drive_strength.png
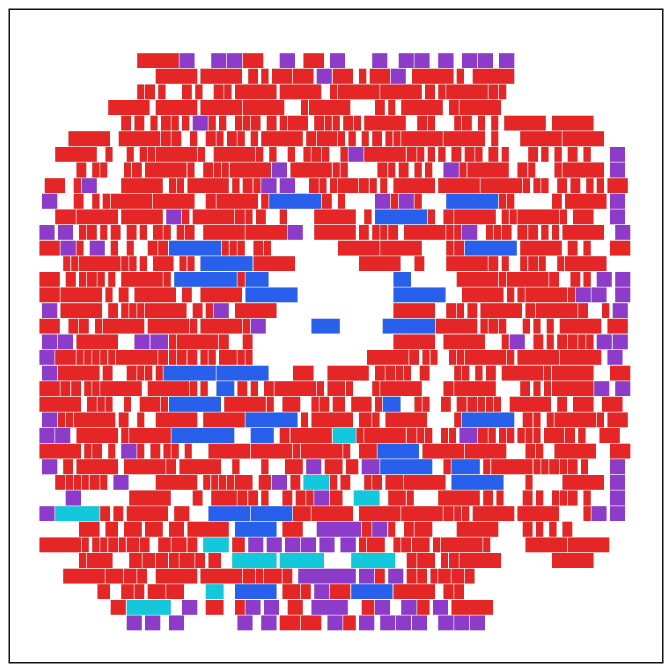
cell_classes.png
Bar = 20 um.
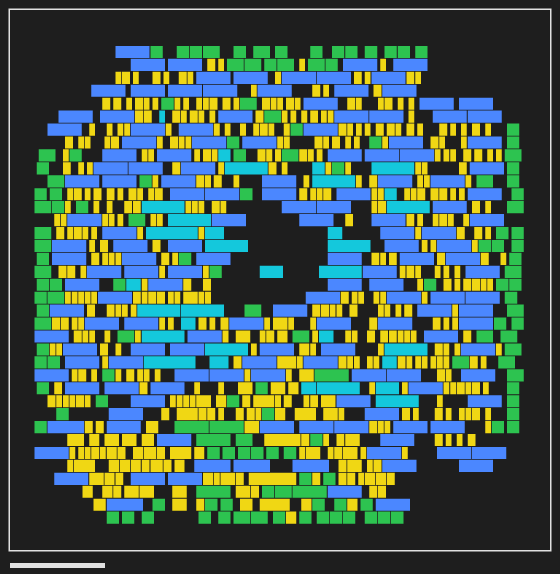
final_clocks.png
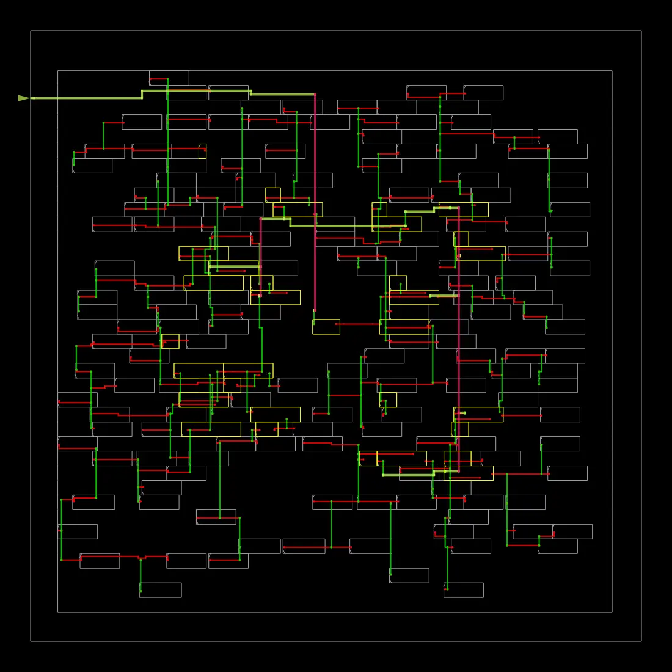
--- config.mk ---
export PLATFORM = sky130hd
export DESIGN_NAME = sensor_frame_packer_flat
export DESIGN_NICKNAME = d
export VERILOG_FILES = /design/src/rtl/sensor_pkg.sv /design/src/rtl/sensor_frame_packer_if.sv /design/src/rtl/sample_capture_buffer.sv /design/src/rtl/sensor_frame_packer.sv /design/src/flat_wrapper.sv
export SDC_FILE = /design/constraint.sdc
export NUM_CORES = 1
export LEC_CHECK = 0
export CAP_MARGIN = 30
export CORE_MARGIN = 5
export CORE_UTILIZATION = 53
export CTS_CLUSTER_SIZE = 20
export DETAILED_ROUTE_END_ITERATION = 8
export PLACE_DENSITY = 0.94
export SETUP_SLACK_MARGIN = 0.15
export SLEW_MARGIN = 20
export SYNTH_ARGS = -nofsm -noshare
export SYNTH_HDL_FRONTEND = slang
export SYNTH_SLANG_ARGS = --single-unit
--- constraint.sdc ---
create_clock -name clk -period 2.3 [get_ports clk]
set_input_delay 0.345 -clock clk [delete_from_list [all_inputs] [get_ports clk]]
set_output_delay 0.345 -clock clk [all_outputs]
set_load 0.1 [all_outputs]
--- src/rtl/sensor_pkg.sv ---
// Shared constants and helpers for the sensor frame packer: slot geometry and counter widths.
package sensor_pkg;

  localparam int COUNT_W = 16;
  localparam int OVW_W   = 8;
  localparam int OVW_MAX = 255;

  function automatic int nslot(input int sensors);
    return 2 * sensors;
  endfunction

  function automatic int id_w(input int sensors);
    return (2 * sensors > 2) ? $clog2(2 * sensors) : 1;
  endfunction

  function automatic int frame_w(input int sensors, input int bitwidth);
    return 2 * sensors * bitwidth;
  endfunction

  // Slot k holds axis `axis` of sensor `sensor`.
  function automatic int slot_index(input int sensor, input int axis);
    return 2 * sensor + axis;
  endfunction

endpackage

--- src/rtl/sensor_frame_packer_if.sv ---
// Sample bus plus frame output of the sensor frame packer; master drives samples/flush/ack.
interface sensor_frame_packer_if
  import sensor_pkg::*;
#(
  parameter int SENSORS  = 1,
  parameter int BITWIDTH = 32
);
  localparam int NSLOT   = nslot(SENSORS);
  localparam int ID_W    = id_w(SENSORS);
  localparam int FRAME_W = frame_w(SENSORS, BITWIDTH);

  // Handshakes: a sample moves on a rising edge where sample_valid && sample_ready;
  // sample_ready never depends on sample_valid. A frame is offered while data_ready
  // is high and data stays stable until a one-cycle ack pulse is sampled with data_ready high.
  logic                sample_valid;
  logic [ID_W-1:0]     sample_id;
  logic [BITWIDTH-1:0] sample_value;
  logic                sample_ready;
  logic                flush;
  logic [FRAME_W-1:0]  data;
  logic                data_ready;
  logic                ack;
  logic [COUNT_W-1:0]  frame_count;
  logic [OVW_W-1:0]    overwrite_count;
  logic [NSLOT-1:0]    cap_mask;

  modport master (
    output sample_valid, sample_id, sample_value, flush, ack,
    input  sample_ready, data, data_ready, frame_count, overwrite_count, cap_mask
  );

  modport slave (
    input  sample_valid, sample_id, sample_value, flush, ack,
    output sample_ready, data, data_ready, frame_count, overwrite_count, cap_mask
  );

endinterface

--- src/rtl/sample_capture_buffer.sv ---
// Capture side of the packer: slot registers, fill mask, full detection and overwrite detection.
module sample_capture_buffer #(
  parameter int NSLOT    = 2,
  parameter int BITWIDTH = 32,
  parameter int ID_W     = 1
) (
  input  logic                      clk,
  input  logic                      rst,
  input  logic                      accept,
  input  logic                      flush,
  input  logic                      transfer,
  input  logic [ID_W-1:0]           id,
  input  logic [BITWIDTH-1:0]       value,
  output logic [NSLOT*BITWIDTH-1:0] frame,
  output logic [NSLOT-1:0]          mask,
  output logic                      cap_full,
  output logic                      overwrite
);

  logic [BITWIDTH-1:0] slots_q [NSLOT];
  logic [BITWIDTH-1:0] slots_d [NSLOT];
  logic [NSLOT-1:0]    mask_q;
  logic [NSLOT-1:0]    mask_d;

  always_comb begin
    slots_d   = slots_q;
    mask_d    = mask_q;
    overwrite = 1'b0;
    if (flush) begin
      mask_d = '0;
    end else begin
      if (transfer) mask_d = '0;
      // A sample landing on a transfer edge starts the fresh frame, so it is never an overwrite.
      if (accept && (32'(id) < NSLOT)) begin
        slots_d[id] = value;
        mask_d[id]  = 1'b1;
        overwrite   = mask_q[id] && !transfer;
      end
    end
  end

  always_ff @(posedge clk) begin
    if (rst) begin
      for (int k = 0; k < NSLOT; k++) slots_q[k] <= '0;
      mask_q <= '0;
    end else begin
      slots_q <= slots_d;
      mask_q  <= mask_d;
    end
  end

  always_comb begin
    frame = '0;
    for (int k = 0; k < NSLOT; k++) frame[k*BITWIDTH +: BITWIDTH] = slots_q[k];
  end

  assign mask     = mask_q;
  assign cap_full = &mask_q;

endmodule

--- src/rtl/sensor_frame_packer.sv ---
// Double-buffered sensor frame packer: captures per-slot samples, then holds a packed frame until ack.
module sensor_frame_packer
  import sensor_pkg::*;
#(
  parameter int SENSORS  = 1,
  parameter int BITWIDTH = 32
) (
  input logic                 clk,
  input logic                 rst,
  sensor_frame_packer_if.slave bus
);

  localparam int NSLOT   = nslot(SENSORS);
  localparam int ID_W    = id_w(SENSORS);
  localparam int FRAME_W = frame_w(SENSORS, BITWIDTH);

  logic [FRAME_W-1:0] data_q, data_d;
  logic               data_ready_q, data_ready_d;
  logic [COUNT_W-1:0] frame_count_q, frame_count_d;
  logic [OVW_W-1:0]   ovw_count_q, ovw_count_d;

  logic [FRAME_W-1:0] cap_frame;
  logic [NSLOT-1:0]   cap_mask;
  logic               cap_full;
  logic               overwrite;
  logic               sample_ready;
  logic               accept;
  logic               transfer;

  assign sample_ready = !(cap_full && data_ready_q);
  assign accept       = bus.sample_valid && sample_ready;
  // data_ready_q blocks the ack edge from transferring, guaranteeing a gap between frames.
  assign transfer     = cap_full && !data_ready_q && !bus.flush;

  sample_capture_buffer #(
    .NSLOT    (NSLOT),
    .BITWIDTH (BITWIDTH),
    .ID_W     (ID_W)
  ) u_capture (
    .clk       (clk),
    .rst       (rst),
    .accept    (accept),
    .flush     (bus.flush),
    .transfer  (transfer),
    .id        (bus.sample_id),
    .value     (bus.sample_value),
    .frame     (cap_frame),
    .mask      (cap_mask),
    .cap_full  (cap_full),
    .overwrite (overwrite)
  );

  always_comb begin
    data_d        = data_q;
    data_ready_d  = data_ready_q;
    frame_count_d = frame_count_q;
    ovw_count_d   = ovw_count_q;
    if (transfer) begin
      data_d        = cap_frame;
      data_ready_d  = 1'b1;
      frame_count_d = frame_count_q + 16'd1;
    end else if (bus.ack && data_ready_q) begin
      data_ready_d = 1'b0;
    end
    if (overwrite && (ovw_count_q != OVW_W'(OVW_MAX))) ovw_count_d = ovw_count_q + 8'd1;
  end

  always_ff @(posedge clk) begin
    if (rst) begin
      data_q        <= '0;
      data_ready_q  <= 1'b0;
      frame_count_q <= '0;
      ovw_count_q   <= '0;
    end else begin
      data_q        <= data_d;
      data_ready_q  <= data_ready_d;
      frame_count_q <= frame_count_d;
      ovw_count_q   <= ovw_count_d;
    end
  end

  assign bus.sample_ready    = sample_ready;
  assign bus.data            = data_q;
  assign bus.data_ready      = data_ready_q;
  assign bus.frame_count     = frame_count_q;
  assign bus.overwrite_count = ovw_count_q;
  assign bus.cap_mask        = cap_mask;

endmodule

--- src/flat_wrapper.sv ---
// flat-port wrapper written by rule: the top's interface ports become plain ports
module sensor_frame_packer_flat import sensor_pkg::*;
#(
  parameter int SENSORS  = 1,
  parameter int BITWIDTH = 32
)
  (clk, rst, bus_sample_valid, bus_sample_id, bus_sample_value, bus_flush, bus_ack, bus_sample_ready, bus_data, bus_data_ready, bus_frame_count, bus_overwrite_count, bus_cap_mask);
  sensor_frame_packer_if #(.SENSORS(SENSORS), .BITWIDTH(BITWIDTH)) bus_i ();
  input logic clk;
  input logic rst;
  input wire logic [$bits(bus_i.sample_valid)-1:0] bus_sample_valid;
  input wire logic [$bits(bus_i.sample_id)-1:0] bus_sample_id;
  input wire logic [$bits(bus_i.sample_value)-1:0] bus_sample_value;
  input wire logic [$bits(bus_i.flush)-1:0] bus_flush;
  input wire logic [$bits(bus_i.ack)-1:0] bus_ack;
  output wire logic [$bits(bus_i.sample_ready)-1:0] bus_sample_ready;
  output wire logic [$bits(bus_i.data)-1:0] bus_data;
  output wire logic [$bits(bus_i.data_ready)-1:0] bus_data_ready;
  output wire logic [$bits(bus_i.frame_count)-1:0] bus_frame_count;
  output wire logic [$bits(bus_i.overwrite_count)-1:0] bus_overwrite_count;
  output wire logic [$bits(bus_i.cap_mask)-1:0] bus_cap_mask;
  assign bus_i.sample_valid = bus_sample_valid;
  assign bus_i.sample_id = bus_sample_id;
  assign bus_i.sample_value = bus_sample_value;
  assign bus_i.flush = bus_flush;
  assign bus_i.ack = bus_ack;
  assign bus_sample_ready = bus_i.sample_ready;
  assign bus_data = bus_i.data;
  assign bus_data_ready = bus_i.data_ready;
  assign bus_frame_count = bus_i.frame_count;
  assign bus_overwrite_count = bus_i.overwrite_count;
  assign bus_cap_mask = bus_i.cap_mask;
  sensor_frame_packer #(.SENSORS(SENSORS), .BITWIDTH(BITWIDTH)) u_core (.clk(clk), .rst(rst), .bus(bus_i));
endmodule
==> flow_summary.yaml <==
# physical design summary
status:
  status: "finished clean"
critical_path:
  reg2reg_depth: 5
  crit_type: "reg -> out"
  cp-startpoint: "u_core.u_capture.mask[1]"
  reg2reg_from: "u_core.u_capture.mask[1]"
finish:
  drive_above_1_share_pct: 17.8
  fin_area_sq_um: 7490
  diodes: 0
  fin_nets: 859
run:
  cap_violations: 0
die:
  die_area_sq_um: 12900
  die_x_um: 114
detailed_routing:
  wl_per_cell_um: 15.4
  num_vias: 5279
  wl_um: 14900
power_and_ir_drop:
  p_sw_share_pct: 22.8
  p_per_area_nw_per_um2: 767
  leakagePower_nw: 2.76
  combinationalPowerShare_pct: 4.4
place:
  placed_area_sq_um: 6900
yosys:
  yosysUniqueCellTypes: 39
  edf_count: 0
  top_cells_by_area: "dfxtp_1, nand2_1, a21oi_1, buf_2, clkbuf_1"
  synth_cells: 708
  synth.top_cell.area_share_pct: 54.6
  ys_seq_share_pct: 54.6
  postSynthNetCount: 748
global_route:
  grt_pass1_vias: 5087
  grt_overflow_total: 0
  grt_usage_pct: 22.9
  grt_max_degree: 61
clocking:
  cts-root-buf: "clkbuf_8"
  post_cts_resize_count: 0
  ctsHoldBuffers: 0
  cts-buffers-inserted: 17
  cts_buffer_depth: 2
timing:
  grt_setup_unrepaired: "false"
  slew_headroom_pct: 57.9
  fmax_mhz: 588
min_path:
  holdPathStages: 2
## Picture notes: drive_strength.png
- cyan: drive 2 (cells 10; share 1.2%)
- red: drive 1 or less (cells 684; share 82%)
- purple: drive 3 to 4 (cells 107; share 13%)
- blue: drive 6 and up (cells 31; share 3.7%)

## Picture notes: cell_classes.png
- yellow: all other logic (cells 505; share of their area 33%)
- blue: flip-flops (cells 155; share of their area 43%)
- green: other buffers and delay cells (cells 140; share of their area 17%)
- cyan: clock drivers and dummy loads (cells 32; share of their area 8.1%)
core area: 10400 sq um
flop share of the area: 41.5%
row count: 37

## Picture notes: final_clocks.png
flip-flops: 155
Clock Skew: 11.8 ps
CTS sink cnt: 155
clock-net power: 2.75 mW

==> worst max-delay path, stage by stage (launching register included) <==
cell,delay [ps]
dfxtp_2,450
nand3_4,140
buf_4,260
==> placed cells by master, fill, tap and decap left out, drive strengths merged, types with 3 or more instances in the layout <==
cell | synthesis | routed
or3 | 4 | 4
clkdlybuf4s50 | 0 | 36
inv | 4 | 9
nand2 | 265 | 265
xnor2 | 7 | 7
and3 | 5 | 5
buf | 24 | 104
dfxtp | 155 | 155
xor2 | 3 | 3
clkinv | 0 | 3
nand4 | 9 | 9
o21ai | 8 | 8
nor3 | 6 | 6
clkbuf | 24 | 19
o41ai | 3 | 3
nor2 | 15 | 15
nand3 | 10 | 10
a21oi | 138 | 138
clkinvlp | 0 | 3
==> synthesized netlist by cell type, types with 2 or more instances <==
master    count
or3_1         4
and3_1        5
nor2b_1       2
o31ai_1       2
o311ai_0      2
dfxtp_1     155
ha_1          2
nor2_1       15
nor3_1        6
inv_1         4
buf_2        18
a32oi_1       2
xor2_1        3
nand4b_1      2
and4_1        2
and2_1        2
o21ai_0       7
a21oi_1     138
nand4_1       8
or4_1         2
o41ai_1       3
nand2_1     265
xnor2_1       7
nand3_1      10
buf_1         5
clkbuf_1     24
==> routing by layer <==
metal	global-route usage, %	share of wire [%]	vias to the layer above
li1	-	-	2571
met1	27.4	40	2470
met2	38.4	49	204
met3	6.37	7.6	34
met4	9.86	2.7	0
met5	0	0	-
==> sequential cells by signal, indices dropped and copies added (netlist names) <==
| signal | cells |
|---|---|
| u_core.bus.overwrite_count | 8 |
| u_core.u_capture.mask | 2 |
| u_core.bus.data | 64 |
| u_core.u_capture.frame | 64 |
| u_core.bus.data_ready | 1 |
| u_core.bus.frame_count | 16 |
==> logic make-up after synthesis <==
group / after synthesis / share of synthesized area [%]
flops: 155 / 54.6
compound gates: 156 / 14.4
simple gates: 331 / 24.7
fa+ha+maj: 2 / 0.440
mux: 2 / 0.374
xor+xnor: 10 / 1.54
buf+inv: 52 / 3.90
==> power groups by stage <==
stage	registers, mW	logic [mW]	clock network, mW
4_1_cts	2.74	0.251	2.77
2_1_floorplan	2.81	0.113	0
3_5_place_dp	2.80	0.247	0
6_report	2.75	0.251	2.75
5_1_grt	2.75	0.272	2.91
3_3_place_gp	2.80	0.244	0
==> through the flow <==
| step | cells | power, mW | worst slack, ps | utilization [%] | hold WS, ps |
|---|---|---|---|---|---|
| after floorplan | 708 | 2.93 | 191 | - | 417 |
| after global placement | 936 | 3.05 | 280 | 66.5 | 438 |
| after detailed placement | 936 | 3.05 | 163 | 66.5 | 442 |
| after CTS | 968 | 5.77 | 586 | 72.2 | 333 |
| after global routing | 968 | 5.93 | 537 | 72.2 | 354 |
| final | 968 | 5.74 | 600 | 72.2 | 332 |
==> final cells by class <==
cell class | count | area [sq um]
flip-flops and latches | 155 | 3110
clock inverters | 13 | 158
repair buffers | 140 | 1220
multi-input cells | 501 | 2390
well taps | 136 | 170
inverters | 4 | 15.0
fillers | 813 | 2880
clock buffers | 19 | 432
Power is estimated from default activity; no workload was simulated.
